$ cat src/rtl/eth_mac_tx.sv
// -----------------------------------------------------------------------------
// eth_mac_tx
//
// Ethernet MAC transmit framer. Takes a byte stream starting at the destination
// MAC and puts it on the wire as: preamble (0x55 x PREAMBLE_BYTES), SFD (0xD5),
// frame bytes, zero padding up to MIN_FRAME, CRC-32 FCS (LSB first), followed
// by an inter-frame gap of IFG_BYTES idle cycles. One byte per clk.
//
// Ports:
//   clk          system clock (125 MHz), rising edge
//   rst          asynchronous active-high reset
//   in_data      frame byte from upstream (first byte is DA[0])
//   in_valid     in_data valid
//   in_last      marks the final byte of the frame
//   in_ready     block accepts in_data this cycle (decoded from state only)
//   tx_data      registered byte to rgmii_tx
//   tx_valid     registered, contiguous for the whole frame
//   underrun     registered one-cycle pulse when a frame is aborted
//   frame_count  completed good frames, wraps at 0xFFFF
// -----------------------------------------------------------------------------
module eth_mac_tx #(
  parameter int MIN_FRAME      = 60,
  parameter int IFG_BYTES      = 12,
  parameter int PREAMBLE_BYTES = 7
) (
  input  logic        clk,
  input  logic        rst,
  input  logic [7:0]  in_data,
  input  logic        in_valid,
  input  logic        in_last,
  output logic        in_ready,
  output logic [7:0]  tx_data,
  output logic        tx_valid,
  output logic        underrun,
  output logic [15:0] frame_count
);

  typedef enum logic [2:0] {
    ST_IDLE, ST_PREAMBLE, ST_SFD, ST_DATA, ST_PAD, ST_FCS, ST_DROP, ST_IFG
  } state_t;

  localparam logic [31:0] CRC_POLY = 32'hEDB88320;
  localparam logic [31:0] CRC_INIT = 32'hFFFFFFFF;
  localparam logic [16:0] MIN_LEN  = 17'(MIN_FRAME);
  localparam logic [15:0] IFG_LEN  = 16'(IFG_BYTES);
  localparam logic [7:0]  PRE_LEN  = 8'(PREAMBLE_BYTES);

  // Reflected CRC-32, one byte per call.
  function automatic logic [31:0] crc_step(input logic [31:0] crc, input logic [7:0] data);
    logic [31:0] c;
    c = crc ^ {24'h0, data};
    for (int i = 0; i < 8; i++) begin
      c = c[0] ? ((c >> 1) ^ CRC_POLY) : (c >> 1);
    end
    return c;
  endfunction

  state_t      state_reg, state_next;
  logic [7:0]  tx_data_reg, tx_data_next;
  logic        tx_valid_reg, tx_valid_next;
  logic        underrun_reg, underrun_next;
  logic [15:0] frame_count_reg, frame_count_next;
  logic [31:0] crc_reg, crc_next;
  logic [15:0] cnt_reg, cnt_next;
  logic [7:0]  idx_reg, idx_next;
  logic [15:0] ifg_reg, ifg_next;

  logic [16:0] cnt_inc;
  logic [15:0] cnt_sat;
  logic [31:0] crc_inv;

  // cnt_inc is the unsaturated count after this beat; it decides PAD vs FCS so
  // a saturated counter never blocks the normal end of a frame.
  assign cnt_inc = {1'b0, cnt_reg} + 17'd1;
  assign cnt_sat = (&cnt_reg) ? cnt_reg : cnt_reg + 16'd1;
  assign crc_inv = ~crc_reg;

  assign in_ready    = (state_reg == ST_SFD) || (state_reg == ST_DATA) || (state_reg == ST_DROP);
  assign tx_data     = tx_data_reg;
  assign tx_valid    = tx_valid_reg;
  assign underrun    = underrun_reg;
  assign frame_count = frame_count_reg;

  always_ff @(posedge clk or posedge rst) begin
    if (rst) begin
      state_reg       <= ST_IDLE;
      tx_data_reg     <= 8'h00;
      tx_valid_reg    <= 1'b0;
      underrun_reg    <= 1'b0;
      frame_count_reg <= 16'h0000;
      crc_reg         <= CRC_INIT;
      cnt_reg         <= 16'h0000;
      idx_reg         <= 8'h00;
      ifg_reg         <= 16'h0000;
    end else begin
      state_reg       <= state_next;
      tx_data_reg     <= tx_data_next;
      tx_valid_reg    <= tx_valid_next;
      underrun_reg    <= underrun_next;
      frame_count_reg <= frame_count_next;
      crc_reg         <= crc_next;
      cnt_reg         <= cnt_next;
      idx_reg         <= idx_next;
      ifg_reg         <= ifg_next;
    end
  end

  // The output registers are loaded with what the wire must show in the
  // cycle after the current one, so each state decides the next wire byte.
  always_comb begin
    state_next       = state_reg;
    tx_data_next     = tx_data_reg;
    tx_valid_next    = tx_valid_reg;
    underrun_next    = 1'b0;
    frame_count_next = frame_count_reg;
    crc_next         = crc_reg;
    cnt_next         = cnt_reg;
    idx_next         = idx_reg;
    ifg_next         = ifg_reg;

    case (state_reg)
      ST_IDLE: begin
        tx_valid_next = 1'b0;
        tx_data_next  = 8'h00;
        if (in_valid) begin
          tx_valid_next = 1'b1;
          if (PRE_LEN == 8'd0) begin
            tx_data_next = 8'hD5;
            crc_next     = CRC_INIT;
            cnt_next     = 16'h0000;
            state_next   = ST_SFD;
          end else begin
            tx_data_next = 8'h55;
            idx_next     = 8'd1;
            state_next   = ST_PREAMBLE;
          end
        end
      end

      ST_PREAMBLE: begin
        tx_valid_next = 1'b1;
        if (idx_reg < PRE_LEN) begin
          tx_data_next = 8'h55;
          idx_next     = idx_reg + 8'd1;
        end else begin
          tx_data_next = 8'hD5;
          crc_next     = CRC_INIT;
          cnt_next     = 16'h0000;
          state_next   = ST_SFD;
        end
      end

      // SFD is on the wire during ST_SFD, so the first frame byte is taken here.
      ST_SFD, ST_DATA: begin
        if (in_valid) begin
          tx_data_next  = in_data;
          tx_valid_next = 1'b1;
          crc_next      = crc_step(crc_reg, in_data);
          cnt_next      = cnt_sat;
          state_next    = ST_DATA;
          if (in_last) begin
            idx_next   = 8'd0;
            state_next = (cnt_inc < MIN_LEN) ? ST_PAD : ST_FCS;
          end
        end else begin
          tx_data_next  = 8'h00;
          tx_valid_next = 1'b0;
          underrun_next = 1'b1;
          state_next    = ST_DROP;
        end
      end

      ST_PAD: begin
        tx_data_next  = 8'h00;
        tx_valid_next = 1'b1;
        crc_next      = crc_step(crc_reg, 8'h00);
        cnt_next      = cnt_sat;
        if (cnt_inc >= MIN_LEN) begin
          idx_next   = 8'd0;
          state_next = ST_FCS;
        end
      end

      ST_FCS: begin
        tx_data_next  = crc_inv[{idx_reg[1:0], 3'b000} +: 8];
        tx_valid_next = 1'b1;
        idx_next      = idx_reg + 8'd1;
        if (idx_reg[1:0] == 2'd3) begin
          ifg_next   = IFG_LEN;
          state_next = ST_IFG;
        end
      end

      ST_DROP: begin
        tx_data_next  = 8'h00;
        tx_valid_next = 1'b0;
        if (in_valid && in_last) begin
          ifg_next   = IFG_LEN;
          state_next = ST_IFG;
        end
      end

      ST_IFG: begin
        tx_data_next  = 8'h00;
        tx_valid_next = 1'b0;
        // tx_valid still high means the last FCS byte is on the wire right
        // now: the frame completed. An aborted frame arrives with it low.
        if (tx_valid_reg) begin
          frame_count_next = frame_count_reg + 16'd1;
        end
        ifg_next = ifg_reg - 16'd1;
        if (ifg_reg <= 16'd1) begin
          state_next = ST_IDLE;
        end
      end

      default: begin
        state_next = ST_IDLE;
      end
    endcase
  end

endmodule
$ cat config.mk
export PLATFORM = sky130hd
export DESIGN_NAME = eth_mac_tx
export DESIGN_NICKNAME = d
export VERILOG_FILES = /design/src/rtl/eth_mac_tx.sv
export SDC_FILE = /design/constraint.sdc
export NUM_CORES = 1
export LEC_CHECK = 0
export CORE_MARGIN = 2
export CORE_UTILIZATION = 32
export DETAILED_ROUTE_END_ITERATION = 10
export PLACE_DENSITY = 0.45
export SLEW_MARGIN = 25
export SYNTH_ARGS = -nofsm -noshare
export SYNTH_HDL_FRONTEND = slang
export SYNTH_SLANG_ARGS = --single-unit
export TNS_END_PERCENT = 50
$ cat constraint.sdc
create_clock -name clk -period 5.1 [get_ports clk]
set_input_delay 0.765 -clock clk [delete_from_list [all_inputs] [get_ports clk]]
set_output_delay 0.765 -clock clk [all_outputs]
set_load 0.005 [all_outputs]
==> run_1/layer_met1.png <==
Scale bar: 50 µm.
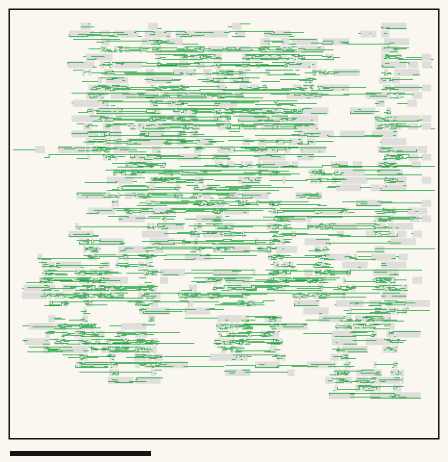
The wires run mostly horizontal. 712 nets have wire on it. The longest straight run is 55.2 µm. The layer carries 9490 µm of wire. The layer holds 50% of the routed length.

==> run_1/layer_met2.png <==
Scale bar: 50 µm.
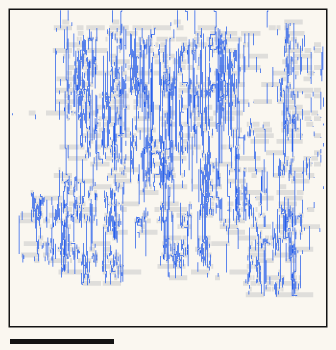
The longest straight run is 77.5 µm. The layer carries 8570 µm of wire. The layer holds 45% of the routed length.

==> run_1/layer_met3.png <==
Scale bar: 50 µm.
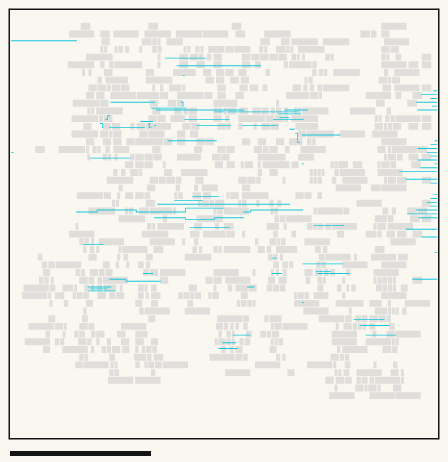
The layer carries 773 µm of wire. The layer holds 4.1% of the routed length. The longest straight run is 46.7 µm.
overall routed net length: 19.08 mm
met3 Use GR: 0.02922
total via count after detailed routing: 5585

==> run_1/layer_met4.png <==
Scale bar: 50 µm.
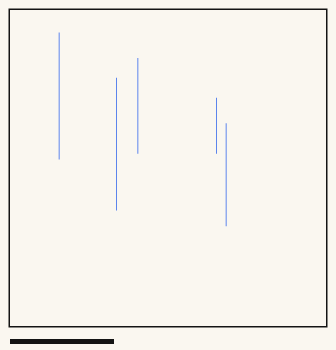
The layer carries 245 µm of wire. 3 nets have wire on it. The wires run mostly vertical. The layer holds 1.3% of the routed length. The longest straight run is 63.2 µm.

==> flow_metrics.rpt, run 1 <==
=== SYNTHESIS / PLACE & ROUTE SUMMARY ===
----------------------------------------------------
[Timing]
  Tightest Pin Transition ........................ 1064 ps
  Final clock period utilization by the worst path ........................ 0.6233
  Worst clock skew ........................ 9.253 ps

[Logic synthesis]
  Nets at Floorplan ........................ 783
  Cell accounting for the most synthesized area ........................ dfrtp_1
  Most used DFF post-synth ........................ dfrtp_1
  Proportion of synthesized area in mux cells ........................ 0.03551
  Most frequent cells after synthesis ........................ 94 x xnor2_1, 88 x nor2_1, 69 x dfrtp_1
  Total standard cell area after synthesis ........................ 0.006942 mm²
  Biggest combinational cell group after synthesis ........................ XOR/XNOR gates

[Setup path]
  Worst stage delay on the critical path ........................ 830 ps
  CP max FO ........................ 25

[Outcome]
  Run status ........................ finished clean

[Routing]
  Routed metal-1 wirelength ........................ 9.493 mm
  Highest metal layer with signal wires ........................ met4
  Detailed-routing iteration count for the pre-antenna-repair pass ........................ 5

[Run]
  Tally of max-capacitance violations ........................ 0

[Finish]
  Fraction of area in non-clock buffers ........................ 0.05363
  Total non-filler cell area in the finished layout ........................ 0.007792 mm²
  Dominant kind of cell ........................ combinational gates
  Fraction of area in registers ........................ 0.3295
  Fill cell total of the finished layout ........................ 2134
  Clock network share of area ........................ 0.03693
  Flop area ........................ 0.002567 mm²
  Nonclk inv count ........................ 11

[Power]
  Maximum resistive drop on vdd ........................ 0.0002836 V
  Switching Fraction ........................ 0.4731
  Internal power ........................ 3.115 mW
  Power share of the sequential group ........................ 0.274
  Comb pwr share ........................ 0.609
  Cell area power density ........................ 758.7 mW/mm²

[Placement]
  Worst slack at placement ........................ 1877 ps
  Placed insts ........................ 1036

[Global routing]
  Met2 track demand over resource in global routing ........................ 0.2588
  Maximum number of pins on one net before global-route repair ........................ 64
  Antenna violations before repair ........................ 0
  Vias in the first global route ........................ 5249
  Grt ovf ........................ 0

[CTS]
  Number of CTS-inserted buffers ........................ 9
  H-tree depth reported by CTS ........................ 3

[Floorplan]
  Number of placement rows ........................ 53

----------------------------------------------------
run 1: final timing paths:
path | end | from | slack, ps | cells past startpoint
min | frame_count[15]$_DFFE_PP0P_ | frame_count[15]$_DFFE_PP0P_ | 490 | 1
min reg2reg | frame_count[15]$_DFFE_PP0P_ | frame_count[15]$_DFFE_PP0P_ | 490 | 1
min in group asynchronous | frame_count[14]$_DFFE_PP0P_ | rst | 900 | 2
max in group asynchronous | crc_reg[16]$_DFFE_PP1P_ | rst | 3090 | 3
max reg2reg | cnt_reg[11]$_DFFE_PP0P_ | state_reg[1]$_DFFE_PP0P_ | 1920 | 6
max | cnt_reg[11]$_DFFE_PP0P_ | state_reg[1]$_DFFE_PP0P_ | 1920 | 6
run 1: cells by family (layout without fill, tap and decap cells):
kind of cell             after synthesis  count (layout)
AND/OR/NAND/NOR                      249             249
AND-OR/OR-AND                        192             192
XOR/XNOR                             145             145
flip-flops                           101             101
buffers and inverters                 58              70
multiplexers                          14              14
adder cells (fa/ha/maj)                6               6
run 1: cell usage in the layout (no fill, tap or decap), types with 4 or more instances in the layout:
master	synthesis	final
xnor2_1	94	94
nor2_1	88	88
dfrtp_1	69	69
nand2_1	63	63
o21ai_0	60	60
a21oi_1	55	55
xor2_1	39	39
clkdlybuf4s50_1	0	38
dfstp_2	32	32
nand3_1	26	26
nor3_1	11	11
inv_1	11	10
o211ai_1	10	10
and3_1	10	10
nand4_1	10	10
o22ai_1	9	9
a31oi_1	9	9
clkbuf_16	0	9
o31ai_1	7	7
mux4_2	7	7
ha_1	6	6
nand2b_1	5	5
xnor2_2	5	5
nor4_1	5	5
buf_4	3	5
and2_1	4	4
a221oi_1	4	4
mux2i_1	4	4
or4_1	4	4
## Run 2: what changed since run 1
==> constraint.sdc (replaced) <==
create_clock -name clk -period 3.2 [get_ports clk]
set_input_delay 0.48 -clock clk [delete_from_list [all_inputs] [get_ports clk]]
set_output_delay 0.48 -clock clk [all_outputs]
set_load 0.005 [all_outputs]
==> run_2/layer_met1.png <==
Scale bar: 50 µm.
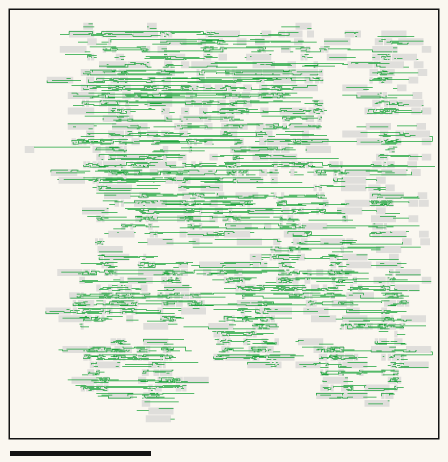
The wires run mostly horizontal. The layer holds 49% of the routed length.
total via count after detailed routing: 5572
overall routed net length: 19.29 mm
global-route track usage on met1: 0.2576

==> run_2/layer_met3.png <==
Scale bar: 50 µm.
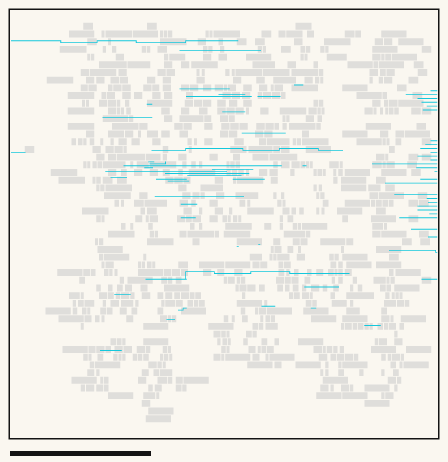
The layer holds 4.4% of the routed length. 58 nets have wire on it. The wires run mostly horizontal. The longest straight run is 55.7 µm. The layer carries 853 µm of wire.
met3 Use GR: 0.03614

==> flow_metrics.rpt, run 2 <==
=== SYNTHESIS / PLACE & ROUTE SUMMARY ===
----------------------------------------------------
[Setup path]
  Count of cell instances traversed by the critical path ........................ 8
  Reg2Reg Setup Slack ........................ 510 ps
  Worst stage delay on the critical path ........................ 490 ps
  Startpoint of the most critical setup path ........................ cnt_reg[1]$_DFFE_PP0P_
  Endpoint of the most critical setup path ........................ idx_reg[2]$_DFFE_PP0P_
  Startpoint of the most critical register-to-register path ........................ cnt_reg[1]$_DFFE_PP0P_
  Terminus of the critical flop-to-flop path ........................ idx_reg[2]$_DFFE_PP0P_

[Run]
  Tally of max-capacitance violations ........................ 0

[Finish]
  Flop area ........................ 0.002567 mm²
  Commonest non-fill, non-tap cell in the layout ........................ xnor2_1
  Total non-filler cell area in the finished layout ........................ 0.007975 mm²

[Logic synthesis]
  Post-synth tally of flip-flops with integrated enable ........................ 0
  Total standard cell area after synthesis ........................ 0.006942 mm²
  Most used DFF post-synth ........................ dfrtp_1
  Cell accounting for the most synthesized area ........................ dfrtp_1
  Most frequent cells after synthesis ........................ 94 x xnor2_1, 88 x nor2_1, 69 x dfrtp_1
  Nets at Floorplan ........................ 783
  Synth Warn # ........................ 0

[Min path]
  Terminating pin of the worst hold path ........................ frame_count[15]$_DFFE_PP0P_
  Hold wc startpoint ........................ frame_count[15]$_DFFE_PP0P_
  Number of stages on the worst hold path ........................ 1

[Global routing]
  Grt ovf ........................ 0
  Maximum number of pins on one net before global-route repair ........................ 56
  Wire length of the first global-routing pass ........................ 31.60 mm
  Vias in the first global route ........................ 5519

[Routing]
  Detailed-routing iteration count for the pre-antenna-repair pass ........................ 6

[Power]
  Maximum resistive drop on vdd ........................ 0.0004428 V
  Cell area power density ........................ 1213 mW/mm²

[Floorplan]
  Number of placement rows ........................ 53

[Outcome]
  Run status ........................ finished clean

[Timing]
  Worst clock skew ........................ 5.824 ps
  Final clock period utilization by the worst path ........................ 0.8415
  Tightest Pin Transition ........................ 757.3 ps

[CTS]
  Number of CTS-inserted buffers ........................ 9
  H-tree depth reported by CTS ........................ 3

[Placement]
  Placed insts ........................ 1058
  HPWL reported at the end of detailed placement ........................ 13.48 mm

----------------------------------------------------
-- run 2: cell counts after synthesis --
Identical to the previous run, type by type.
-- run 2: layer usage --
metal / GRT usage / up-vias / wire length, µm
li1: - / 2738 / -
met1: 0.2576 / 2721 / 9429
met2: 0.2833 / 101 / 8832
met3: 0.03614 / 12 / 853
met4: 0.03738 / 0 / 172
met5: 0 / - / 0
-- run 2: cell families (layout without fill, tap and decap cells) --
family | count (synthesis) | in the layout | share of synthesized area
adders and majority gates | 6 | 6 | 0.01081
and+or+nand+nor | 249 | 249 | 0.1683
buffers and inverters | 58 | 92 | 0.03659
AOI/OAI and AO/OA | 192 | 192 | 0.1750
xor gates and xnor gates | 145 | 145 | 0.2039
muxes | 14 | 14 | 0.03551
DFF | 101 | 101 | 0.3699
-- run 2: final cells by class --
type / count / area share
clock buffer: 10 / 0.02997
clock inverter: 6 / 0.006746
sequential: 101 / 0.3219
timing repair buffer: 65 / 0.07468
tap: 275 / 0.04314
inverter: 11 / 0.005491
multi-input combinational: 606 / 0.5180
-- run 2: through the flow --
step                power [mW]    util  hold slack [ps]  setup slack (ps)
floorplan                6.912       -            468.4             125.8
global placement         8.511  0.3632            466.2             491.0
detailed placement       8.538  0.3632            473.1             432.6
CTS                      9.720  0.3770            483.8             506.3
global route             10.49  0.3770            520.1             183.5
finish                   9.675  0.3770            478.6             507.3
-- run 2: power by group --
group          total (mW)  internal (mW)  switching, mW
clock                1.13          0.564          0.564
sequential           2.48           1.84          0.644
combinational        6.07           2.78           3.28
total                9.67           5.18           4.49
Power and IR drop assume default switching activity.
